Signal wires on met3:
Drawn at 3 px/um. Cells faint in the background.
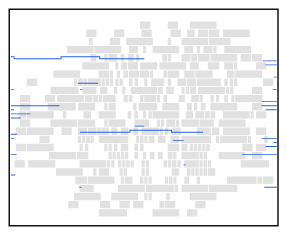
Wiring by layer:
Drawn at 4 px/um.
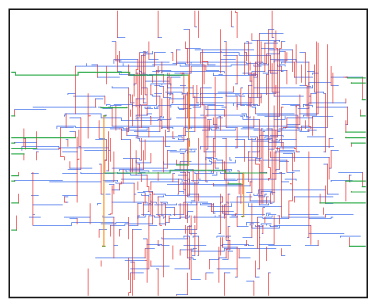
Signal wires on met2:
Drawn at 3 px/um.
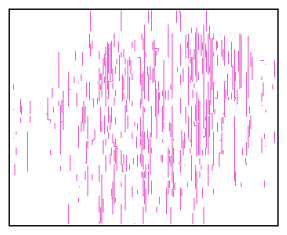
PDN straps and rails:
Drawn at 4 px/um. Pins as bars on the die edge. Tap cells in grey.
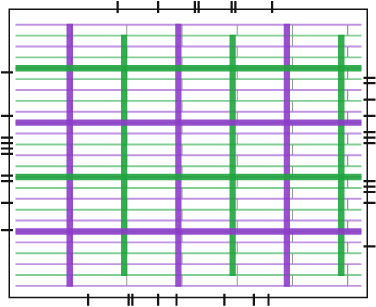
<file path="src/rtl/gray_ptr_sync.sv">
// gray_ptr_sync: brings a gray-coded pointer from a foreign clock domain into
// clk. The pointer passes through a plain flop synchronizer and is decoded to
// binary. Each pointer advance is reported as a valid pulse with its step size,
// and a sticky flag records any sampled transition that changed more than one
// gray bit.
module gray_ptr_sync #(
   parameter int unsigned SIZE        = 8,
   parameter int unsigned SYNC_STAGES = 2
) (
   input  logic            clk,
   input  logic            rst_n,
   input  logic [SIZE-1:0] gray_async,
   input  logic            err_clr,
   output logic [SIZE-1:0] gray_sync,
   output logic [SIZE-1:0] bin,
   output logic            bin_valid,
   output logic [SIZE-1:0] step,
   output logic            err
);

   // Synchronizer chain, packed with the oldest sample in the top SIZE bits
   logic [SYNC_STAGES*SIZE-1:0] sync_q;
   logic [SIZE-1:0]             g_s;
   logic [SIZE-1:0]             g_bin;
   logic [SIZE-1:0]             diff;
   logic                        changed;
   logic                        multi;

   // Shift the foreign pointer through the synchronizer flops, no logic between
   always_ff @(posedge clk or negedge rst_n) begin
      if (!rst_n) begin
         sync_q <= '0;
      end else begin
         sync_q <= {sync_q[(SYNC_STAGES-1)*SIZE-1:0], gray_async};
      end
   end

   assign g_s = sync_q[SYNC_STAGES*SIZE-1 -: SIZE];

   // Gray to binary: bit i is the XOR of all gray bits at i and above
   always_comb begin
      g_bin = '0;
      for (int unsigned i = 0; i < SIZE; i++) begin
         g_bin[i] = ^(g_s >> i);
      end
   end

   // Change detection; clearing the lowest set bit leaves a residue only if
   // two or more bits differ
   always_comb begin
      diff    = g_s ^ gray_sync;
      changed = |diff;
      multi   = |(diff & (diff - SIZE'(1)));
   end

   // Accept a new synchronized value, decode it and report the advance
   always_ff @(posedge clk or negedge rst_n) begin
      if (!rst_n) begin
         gray_sync <= '0;
         bin       <= '0;
         step      <= '0;
         bin_valid <= 1'b0;
      end else if (changed) begin
         gray_sync <= g_s;
         bin       <= g_bin;
         step      <= g_bin - bin;
         bin_valid <= 1'b1;
      end else begin
         bin_valid <= 1'b0;
      end
   end

   // Sticky multi-bit-change flag; a violation wins over a same-cycle clear
   always_ff @(posedge clk or negedge rst_n) begin
      if (!rst_n) begin
         err <= 1'b0;
      end else if (changed && multi) begin
         err <= 1'b1;
      end else if (err_clr) begin
         err <= 1'b0;
      end
   end

endmodule

</file>
<file path="config.mk">
export PLATFORM = sky130hd
export DESIGN_NAME = gray_ptr_sync
export DESIGN_NICKNAME = d
export VERILOG_FILES = /design/src/rtl/gray_ptr_sync.sv
export SDC_FILE = /design/constraint.sdc
export NUM_CORES = 1
export LEC_CHECK = 0
export ABC_AREA = 1
export CAP_MARGIN = 25
export CORE_ASPECT_RATIO = 0.8
export CORE_UTILIZATION = 35
export CTS_BUF_LIST = sky130_fd_sc_hd__clkbuf_4 sky130_fd_sc_hd__clkbuf_8 sky130_fd_sc_hd__clkbuf_16
export CTS_CLUSTER_SIZE = 14
export DETAILED_ROUTE_END_ITERATION = 7
export GPL_TIMING_DRIVEN = 0
export PLACE_DENSITY = 0.67
export SLEW_MARGIN = 25
export SYNTH_ARGS = -nofsm -noshare
export SYNTH_HDL_FRONTEND = slang
export SYNTH_SLANG_ARGS = --single-unit
</file>
<file path="constraint.sdc">
create_clock -name clk -period 2.1 [get_ports clk]
set_input_delay 0.21 -clock clk [delete_from_list [all_inputs] [get_ports clk]]
set_output_delay 0.21 -clock clk [all_outputs]
set_load 0.02 [all_outputs]
</file>
==> flow_summary.json <==
{
  "outcome": "complete, but fails checks",
  "violations": "setup timing",
  "setup_viol": 6,
  "top_logic_kind": "simple AND/OR/NAND/NOR gates",
  "synthAdderAreaFrac": 0.05065,
  "wire_per_inst_um": 11.05,
  "clockBufferCount": 7,
  "slew_violations": 0,
  "post_cts_buffers": 11,
  "hp-start": "sync_q[0]",
  "r2r-start": "sync_q[15]",
  "ys_sh_xor": 0.07774,
  "grt_usage": 0.1460,
  "cp.depth": 10,
  "grt_pass1_wl_um": 6906,
  "seq_share": 0.3365,
  "dp_hpwl_um": 3023,
  "cts_tree": "yes",
  "timing.slew.headroom": 0.6622,
  "ys_area_sq_um": 2125,
  "common_cells": "nand2_1, dfrtp_1, inv_1",
  "fin_cells": 388,
  "inverters": 35,
  "dp_slack_ns": -0.2982,
  "ys_types": 29,
  "ys_sh_simple": 0.2203,
  "finalCriticalPeriod_ns": 2.185,
  "cts-buffers-inserted": 5,
  "row_count": 24,
  "wl_met3_um": 180,
  "ys.flops": 41,
  "synth-edff-count": 0,
  "synthesis.area_sq_um": 2125,
  "layout-drive-gt1-share": 0.2839,
  "met3_usage": 0.04378,
  "yosys.area.top_type": "dfrtp_1",
  "clock_latency_ns": 0.30,
  "clock_power_mw": 0.534,
  "grt_most_used_layer": "met2",
  "clk_share": 0.02933,
  "power_leakage_nw": 1.493,
  "core-area_sq_um": 5645,
  "largest_reg_flops": 16,
  "skew_ns": 0.01192,
  "reg2regPathDepth": 10,
  "setup_slack_ns": -0.08500,
  "syn_avg_cell_area_sq_um": 8.567,
  "wirelength_um": 4288,
  "met2_usage": 0.2273,
  "final-nonclk-buf-share": 0.2045,
  "regToRegSetupSlack_ns": -0.09,
  "hold_class": "reg2reg",
  "drt-met1-wl_um": 2038,
  "power_density_nw_per_um2": 925.9,
  "design.seq.count": 41,
  "antenna_cells": 0,
  "utilization": 0.5441,
  "grt_pass1_vias": 1561,
  "topCellsByArea": "dfrtp_1, nand2_1, inv_1, xnor2_1, ha_1",
  "viasPerCell": 4.351,
  "largest_cell_class": "logic gates",
  "yosysWarnings": 0,
  "fp-utilization": 0.3763,
  "die_x_um": 89.11,
  "ant_nets": 0,
  "regArea_sq_um": 1033,
  "syn_to_final_growth_pct": 44.58,
  "critPathArrivalTime_ns": 2.38
}
-- 'signal wires on met3' (at the start) --
wire length on this layer	180 um
share of all routed wire	4.2%
nets with wire on the layer	25
longest straight run	16.6 um
main direction	horizontal

-- 'wiring by layer' (at the start) --
colour	layer	wire length
red	metal 2	2000 um
blue	metal 1	2040 um
green	metal 3	180 um
orange	metal 4	66.0 um

-- 'signal wires on met2' (at the start) --
main direction	vertical
wire length on this layer	2000 um
share of all routed wire	47%

-- 'PDN straps and rails' (at the start) --
colour	net
purple	VSS
green	VDD
tap cells	78
rows	24
met1 rails	25
met5 straps	4

